File: config.mk
export PLATFORM = sky130hd
export DESIGN_NAME = fifo_sc_ctrl_flat
export DESIGN_NICKNAME = d
export VERILOG_FILES = /design/src/rtl/fifo_sc_ctrl_if.sv /design/src/rtl/fifo_sc_ctrl.sv /design/src/flat_wrapper.sv
export SDC_FILE = /design/constraint.sdc
export NUM_CORES = 1
export LEC_CHECK = 0
export CELL_PAD_IN_SITES_DETAIL_PLACEMENT = 0
export CELL_PAD_IN_SITES_GLOBAL_PLACEMENT = 1
export CORE_MARGIN = 5
export CORE_UTILIZATION = 36
export DETAILED_ROUTE_END_ITERATION = 6
export GPL_ROUTABILITY_DRIVEN = 0
export PLACE_DENSITY = 0.85
export SETUP_SLACK_MARGIN = 0.05
export SLEW_MARGIN = 20
export SYNTH_ARGS = -nofsm -noshare
export SYNTH_HDL_FRONTEND = slang
export SYNTH_SLANG_ARGS = --single-unit
File: constraint.sdc
create_clock -name clk -period 6 [get_ports clk]
set_input_delay 1.2 -clock clk [delete_from_list [all_inputs] [get_ports clk]]
set_output_delay 1.2 -clock clk [all_outputs]
set_load 0.1 [all_outputs]
File: src/rtl/fifo_sc_ctrl_if.sv
// Producer/consumer handshake bundle for the single-clock FIFO controller.
// master: the side that pushes words and takes them back out.
// slave:  the FIFO controller itself.
interface fifo_sc_ctrl_if #(
   parameter int unsigned data_width = 8
);

   logic                  in_valid;
   logic                  in_ready;
   logic [data_width-1:0] in_data;
   logic                  out_valid;
   logic                  out_ready;
   logic [data_width-1:0] out_data;

   modport master (
      output in_valid,
      output in_data,
      output out_ready,
      input  in_ready,
      input  out_valid,
      input  out_data
   );

   modport slave (
      input  in_valid,
      input  in_data,
      input  out_ready,
      output in_ready,
      output out_valid,
      output out_data
   );

endinterface

File: src/rtl/fifo_sc_ctrl.sv
// Show-ahead FIFO controller sequencing one dual-port RAM (registered read port).
// The head word is kept on ram_do by re-reading the head slot while the consumer stalls.
module fifo_sc_ctrl #(
   parameter int unsigned addr_width = 8,
   parameter int unsigned data_width = 8
) (
   input  logic                  clk,
   input  logic                  rst,
   fifo_sc_ctrl_if.slave         bus,
   output logic [addr_width:0]   count,
   output logic                  full,
   output logic                  empty,
   output logic                  ram_we,
   output logic [addr_width-1:0] ram_waddr,
   output logic [data_width-1:0] ram_di,
   output logic [addr_width-1:0] ram_raddr,
   output logic                  ram_oe,
   input  logic [data_width-1:0] ram_do
);

   localparam logic [addr_width:0]   ptr_one  = (addr_width + 1)'(1);
   localparam logic [addr_width-1:0] addr_one = addr_width'(1);

   logic [addr_width:0] wptr_q, wptr_d;
   logic [addr_width:0] rptr_q, rptr_d;
   logic [addr_width:0] count_q, count_d;
   logic [addr_width:0] unread;
   logic                out_valid_q, out_valid_d;
   logic                in_rdy;
   logic                push, pop, rd_issue, hold;

   // Handshake decode and RAM port control.
   always_comb begin
      // count never exceeds the depth, so its MSB alone marks full.
      full      = count_q[addr_width];
      empty     = (count_q == '0);
      in_rdy    = !full && !rst;
      push      = bus.in_valid && in_rdy;
      pop       = out_valid_q && bus.out_ready;
      unread    = wptr_q - rptr_q;
      rd_issue  = !rst && (unread != '0) && (!out_valid_q || bus.out_ready);
      hold      = !rst && out_valid_q && !bus.out_ready;

      ram_we    = push;
      ram_waddr = wptr_q[addr_width-1:0];
      ram_di    = bus.in_data;
      ram_oe    = rd_issue || hold;
      // Holding re-reads the slot fetched last, i.e. one behind rptr.
      ram_raddr = rd_issue ? rptr_q[addr_width-1:0] : rptr_q[addr_width-1:0] - addr_one;

      bus.in_ready  = in_rdy;
      bus.out_valid = out_valid_q;
      bus.out_data  = ram_do;
      count         = count_q;
   end

   // Next-state for pointers, occupancy and the output-valid flag.
   always_comb begin
      wptr_d      = push ? wptr_q + ptr_one : wptr_q;
      rptr_d      = rd_issue ? rptr_q + ptr_one : rptr_q;
      out_valid_d = out_valid_q;
      if (rd_issue) begin
         out_valid_d = 1'b1;
      end else if (pop) begin
         out_valid_d = 1'b0;
      end
      count_d = count_q;
      unique case ({push, pop})
         2'b10:   count_d = count_q + ptr_one;
         2'b01:   count_d = count_q - ptr_one;
         default: count_d = count_q;
      endcase
   end

   // State registers with synchronous reset; RAM contents are left alone.
   always_ff @(posedge clk) begin
      if (rst) begin
         wptr_q      <= '0;
         rptr_q      <= '0;
         count_q     <= '0;
         out_valid_q <= 1'b0;
      end else begin
         wptr_q      <= wptr_d;
         rptr_q      <= rptr_d;
         count_q     <= count_d;
         out_valid_q <= out_valid_d;
      end
   end

endmodule

File: src/flat_wrapper.sv
// flat-port wrapper written by rule: the top's interface ports become plain ports
module fifo_sc_ctrl_flat 
#(
   parameter int unsigned addr_width = 8,
   parameter int unsigned data_width = 8
)
  (clk, rst, count, full, empty, ram_we, ram_waddr, ram_di, ram_raddr, ram_oe, ram_do, bus_in_valid, bus_in_data, bus_out_ready, bus_in_ready, bus_out_valid, bus_out_data);
  fifo_sc_ctrl_if #(.data_width(data_width)) bus_i ();
  input  logic clk;
  input  logic rst;
  output logic [addr_width:0] count;
  output logic full;
  output logic empty;
  output logic ram_we;
  output logic [addr_width-1:0] ram_waddr;
  output logic [data_width-1:0] ram_di;
  output logic [addr_width-1:0] ram_raddr;
  output logic ram_oe;
  input  logic [data_width-1:0] ram_do;
  input wire logic [$bits(bus_i.in_valid)-1:0] bus_in_valid;
  input wire logic [$bits(bus_i.in_data)-1:0] bus_in_data;
  input wire logic [$bits(bus_i.out_ready)-1:0] bus_out_ready;
  output wire logic [$bits(bus_i.in_ready)-1:0] bus_in_ready;
  output wire logic [$bits(bus_i.out_valid)-1:0] bus_out_valid;
  output wire logic [$bits(bus_i.out_data)-1:0] bus_out_data;
  assign bus_i.in_valid = bus_in_valid;
  assign bus_i.in_data = bus_in_data;
  assign bus_i.out_ready = bus_out_ready;
  assign bus_in_ready = bus_i.in_ready;
  assign bus_out_valid = bus_i.out_valid;
  assign bus_out_data = bus_i.out_data;
  fifo_sc_ctrl #(.addr_width(addr_width), .data_width(data_width)) u_core (.clk(clk), .rst(rst), .bus(bus_i), .count(count), .full(full), .empty(empty), .ram_we(ram_we), .ram_waddr(ram_waddr), .ram_di(ram_di), .ram_raddr(ram_raddr), .ram_oe(ram_oe), .ram_do(ram_do));
endmodule
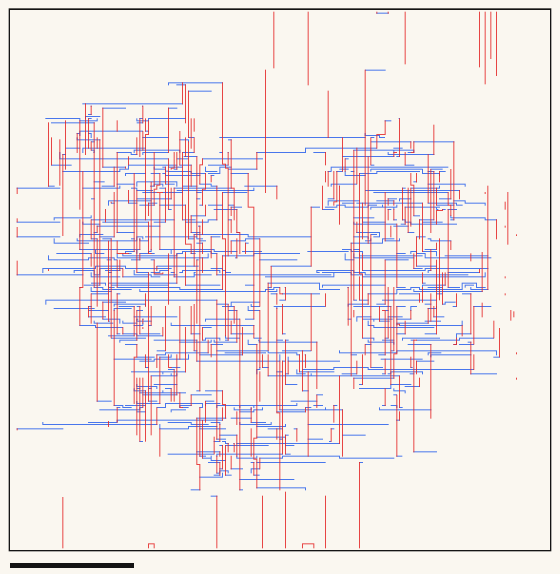
(run_1/wires.png)
The bar under the picture is 20 um long. Two of the layers only.
layer	color	wire length
metal 1	blue	2340 um
metal 2	red	2080 um

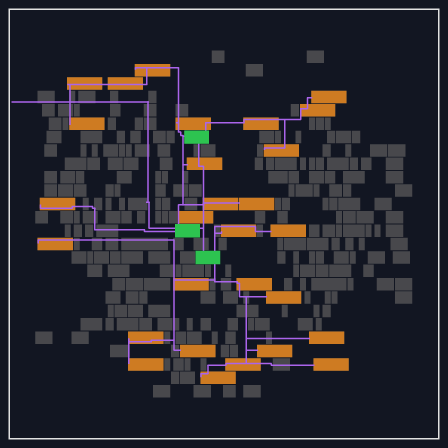
(run_1/clk_routes.png)
[clock wires] purple | length: 422 um
[flip-flops] orange | count: 28
[clock drivers] green | count: 3
routed clock nets	4

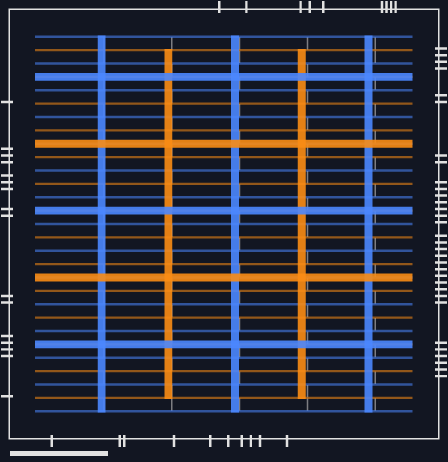
(run_1/power_grid.png)
The bar under the picture is 20 um long. Pins as bars on the die edge. Tap cells in gray.
net	color
VSS	blue
VDD	orange
met1 rails	29
met5 straps	5
rows	28

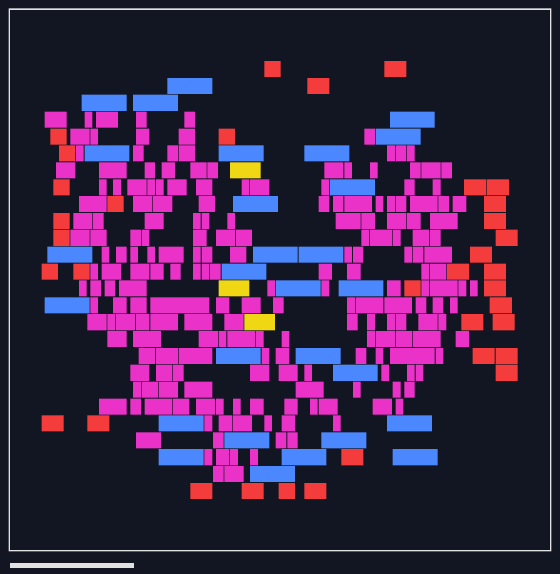
(run_1/placement_by_type.png)
The bar under the picture is 20 um long.
class	color	cells	share of their area
other buffers and delay cells	red	35	14%
flops	blue	28	25%
clock drivers	yellow	3	1.8%
combinational and other logic	magenta	206	60%

==> qor.csv, run 1 <==
metric,value,unit
final net count,314,
IO Pins,67,
"XOR-XNOR Cells, Area Fraction",10.2,%
final worst slack,1.50,ns
sinks on the clock net,28,
Worst R2R Setup Slack,2.98,ns
status,"finished, final reports clean",
maxcap violations,0,
Vias,1750,
CTS Root Cell,clkbuf_8,
RSZ-0062 raised after global routing,no,
Fin Clk Skew,0.00262,ns
top post-synthesis cells by count,"dfxtp_1, nor2_1, buf_4",
WHS Endpoint,u_core.rptr_q[8],
pre-CTS setup slack,1.16,ns
row count,28,
Die X,87.0,um
worst path arrival time,4.68,ns
Syn Nets,306,
"Reg clk slew, reported paths",0.10,ns
remaining antenna violation count,0,
aoi share,14.9,%
final tally of max-slew violations,0,
smallest hold slack,0.513,ns
Pre-Place Util,36.5,%
hold_buf cts,0,
fa+ha+maj area frac,12.1,%
crit path DRT,6.17,ns
CTS Buffer Depth,2,
critical path capture point type,flip-flop,
Yosys chip area,2140,um^2
CP Max Fanout,20,
Reg-to-Reg Start,u_core.count[8],
asr flop ratio synth,0,%
DR vias/cell,5.04,
core area,5850,um^2
Post-synth seq share,26.2,%
Worst-Margin Slew,0.971,ns
CTS tree,built,
WHS Path Cells,1,
initial antenna violation count,0,
CTS Buf Count,3,
H-tree depth,1,
path depth of the worst reg2reg path,11,
worst hold path class,reg2reg,
## run 1: layout by cell type, fill, tap and decap left out, drive strengths merged, types with 2 or more instances in the layout
cell type,n
nor2,28
and2,2
nor4,4
nand2b,2
nor3,6
o21ai,9
and3,4
or4,3
a21o,4
buf,12
clkbuf,3
ha,19
xnor2,18
nand4,2
dfxtp,28
mux2i,3
or3,4
o2111ai,3
nand3,8
o221ai,2
o21a,3
clkdlybuf4s50,23
nor2b,2
o211ai,2
a21oi,16
o31ai,3
inv,18
nand2,24
xor2,7
## run 1: state kept, by name, summed over array words and instances, names as in the netlist
signal                cells
u_core.count              9
u_core.rptr_q             9
u_core.wptr_q             9
u_core.bus.out_valid      1
## run 1: worst max-delay path by stage
stage	depth (start not counted)	end	slack, ns
floorplan	12	u_core.count[8]	0.84
global placement	12	u_core.count[8]	1.30
detailed placement	12	u_core.count[8]	1.16
CTS	12	u_core.count[8]	1.45
global route	12	u_core.count[8]	1.15
finish	12	u_core.count[8]	1.50
## run 1: kinds of logic (layout without fill, tap and decap cells)
| logic type | count (synthesis) | after routing |
|---|---|---|
| xor gates and xnor gates | 25 | 25 |
| adders and majority gates | 20 | 20 |
| buffers and inverters | 50 | 56 |
| AOI/OAI and AO/OA | 47 | 47 |
| muxes | 4 | 4 |
| and+or+nand+nor | 92 | 92 |
| DFF | 28 | 28 |
## run 1: area by class of cell
class                      count  area (um^2)
timing repair buffer          35          320
tap                           75         93.8
fill                         599         3470
clock buffer                   3         41.3
multi-input combinational    188         1290
sequential                    28          561
inverter                      18         67.6
## run 1: per-layer routing
metal | share of wire, % | vias to the layer above | global-route usage, %
met4 | 0.42 | 0 | 2.97
met1 | 49 | 808 | 18.0
met2 | 44 | 38 | 20.1
met3 | 6.1 | 2 | 2.18
met5 | 0 | - | 0
li1 | - | 902 | -
## run 1: critical path: stages
cell	delay, ns
clkdlybuf4s50_1	0.77
nor2_1	0.34
nand2_1	0.14
ha_1	0.35
ha_1	0.37
nor2b_1	0.15
o21ai_1	0.16
a21boi_1	0.11
o21a_1	0.19
o41ai_1	0.30
mux2i_1	0.25
mux2_2	0.34
## run 1: power breakdown
part	total, mW	switching, mW	leakage [nW]	internal [mW]
Combinational	0.973	0.734	0.704	0.239
Sequential	0.242	0.0332	0.228	0.209
Clock	0.106	0.0611	0.0216	0.0452
Total	1.32	0.828	0.953	0.493
## run 1: metrics by stage
step,std cells,area (um^2),util (%),total power [mW]
after floorplan,266,2140,-,1.09
after global placement,344,2340,39.9,1.22
after detailed placement,344,2340,39.9,1.22
after CTS,347,2380,40.6,1.33
after global routing,347,2380,40.6,1.39
final,347,2380,40.6,1.32
==> inputs of run 2 (changes only) <==
--- a/config.mk
+++ b/config.mk
@@ -8,10 +8,10 @@
 export CELL_PAD_IN_SITES_DETAIL_PLACEMENT = 0
 export CELL_PAD_IN_SITES_GLOBAL_PLACEMENT = 1
 export CORE_MARGIN = 5
-export CORE_UTILIZATION = 36
+export CORE_UTILIZATION = 34
 export DETAILED_ROUTE_END_ITERATION = 6
 export GPL_ROUTABILITY_DRIVEN = 0
-export PLACE_DENSITY = 0.85
+export PLACE_DENSITY = 0.81
 export SETUP_SLACK_MARGIN = 0.05
 export SLEW_MARGIN = 20
 export SYNTH_ARGS = -nofsm -noshare
==> constraint.sdc (replaced) <==
create_clock -name clk -period 4.3 [get_ports clk]
set_input_delay 0.86 -clock clk [delete_from_list [all_inputs] [get_ports clk]]
set_output_delay 0.86 -clock clk [all_outputs]
set_load 0.1 [all_outputs]
==> run 2 against run 1 <==
Effect of this change:
- synthesized cell count did not move
- critical path depth down 2
- critical path type is now reg2out
- sequential share of layout area down 1.8 points
- area after synthesis unchanged
- critical endpoint is now ram_raddr[7]
==> qor.csv, run 2 <==
metric,value,unit
Post-synth seq share,26.2,%
Reg-to-Reg Start,u_core.rptr_q[4],
status,"finished, final reports clean",
WP buf/inv,2,
H-tree depth,1,
CP Max Fanout,16,
RSZ-0062 raised after global routing,no,
maxcap violations,0,
Top Layout Cells,"nor2_1, dfxtp_1, nand2_1, clkdlybuf4s50_1, ha_1",
Die X,89.3,um
"Largest stage delay, worst path",0.42,ns
asr flop ratio synth,0,%
Pre-Place Util,35.5,%
core area,6030,um^2
fin util,42.9,%
CTS Buf Count,3,
row count,28,
final tally of max-slew violations,0,
sinks on the clock net,28,
total power draw,2.11,mW
Yosys chip area,2140,um^2
crit path cell chain,inv_1 -> ha_1 -> and3_4 -> o21a_1 -> o31a_1 -> o221ai_4 -> nand2_4 -> o2111ai_1 -> xnor2_2 -> buf_12,
final net count,316,
"Reg clk slew, reported paths",0.10,ns
worst hold path class,reg2reg,
WHS Path Cells,1,
WHS Endpoint,u_core.rptr_q[8],
crit path DRT,3.44,ns
CTS Buffer Depth,2,
Critical-path top delay cell,dfxtp_1,
Worst R2R Setup Slack,1.44,ns
remaining antenna violation count,0,
DR vias/cell,5.04,
min Tclk post-route,3.99,ns
Vias,1759,
Worst-Margin Slew,0.982,ns
critical path capture point type,output pin,
"delay-heaviest family, CP",AND-OR/OR-AND gates,
==> run 2: cell type report <==
type,instances,area [um^2]
fill,603,3440
multi-input combinational,188,1360
sequential,28,563
timing repair buffer,37,460
tap,75,93.8
inverter,18,67.6
clock buffer,3,41.3
==> run 2: routing by layer <==
metal | vias to the layer above | part of all wire, % | wire length, um | global-route usage, %
met5 | - | 0 | 0 | 0
met1 | 804 | 49 | 2340 | 18.4
met2 | 33 | 45 | 2140 | 19.4
met3 | 12 | 4.7 | 224 | 1.84
li1 | 910 | - | - | -
met4 | 0 | 1.1 | 53 | 4.06
==> run 2: worst max path at each step <==
stage                   endpoint  slack (ns)  depth (start not counted)
floorplan           ram_raddr[1]        -0.1                         11
global placement    ram_raddr[1]        0.49                         10
detailed placement  ram_raddr[1]        0.45                         10
CTS                 ram_raddr[1]        0.11                         10
global route        ram_raddr[7]        0.11                         10
finish              ram_raddr[7]        0.31                         10
==> run 2: repair_timing <==
action | in CTS | in global routing
resized | 0 | 3
setup endpoints to repair | 0 | 3
hold buffers | 0 | 0
==> run 2: metrics by stage <==
step	TNS [ns]	setup slack (ns)	cells	hold WS (ns)	instance area (um^2)
floorplan	-0.108	-0.0984	266	0.461	2200
global placement	0	0.488	346	0.482	2540
detailed placement	0	0.450	346	0.490	2540
CTS	0	0.113	349	0.505	2580
global route	0	0.112	349	0.527	2590
finish	0	0.311	349	0.505	2590
==> run 2: kinds of logic (layout without fill, tap and decap cells) <==
kind of cell               Yosys count  after routing  share of synthesized area (%)
muxes                                4              4                           1.93
DFF                                 28             28                           26.2
adders and majority gates           20             20                           12.1
AOI/OAI and AO/OA                   47             47                           14.9
and+or+nand+nor                     92             92                           21.4
xor gates and xnor gates            25             25                           10.2
buffers and inverters               50             58                           13.2
==> run 2: report_power, final <==
group	switching [mW]	internal, mW	leakage (nW)
Sequential	0.0476	0.291	0.229
Clock	0.0849	0.0630	0.0216
Combinational	1.08	0.542	0.797
Total	1.22	0.896	1.05
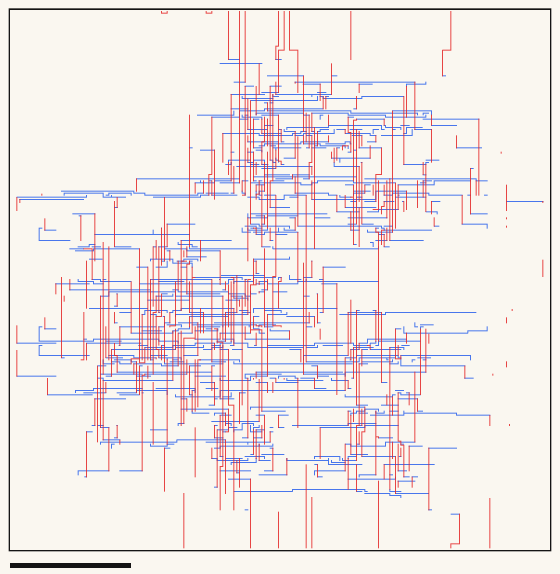
(run_2/wires.png)
The bar under the picture is 20 um long. Two of the layers only.
layer	color	wire length
metal 1	blue	2340 um
metal 2	red	2140 um

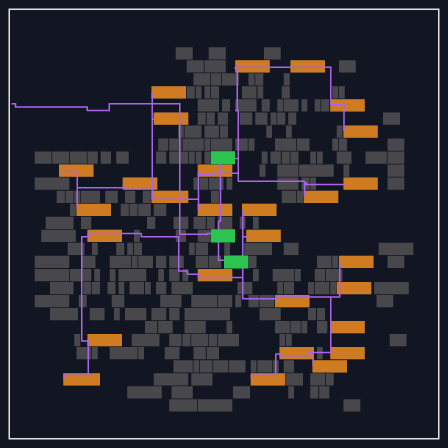
(run_2/clk_routes.png)
clk_lat worst skew: 0.27 ns
clock group share of total power: 7.0%
Fin Clk Skew: 0.00363 ns

Power figures rest on the tool's default switching activity, not on a simulated workload.
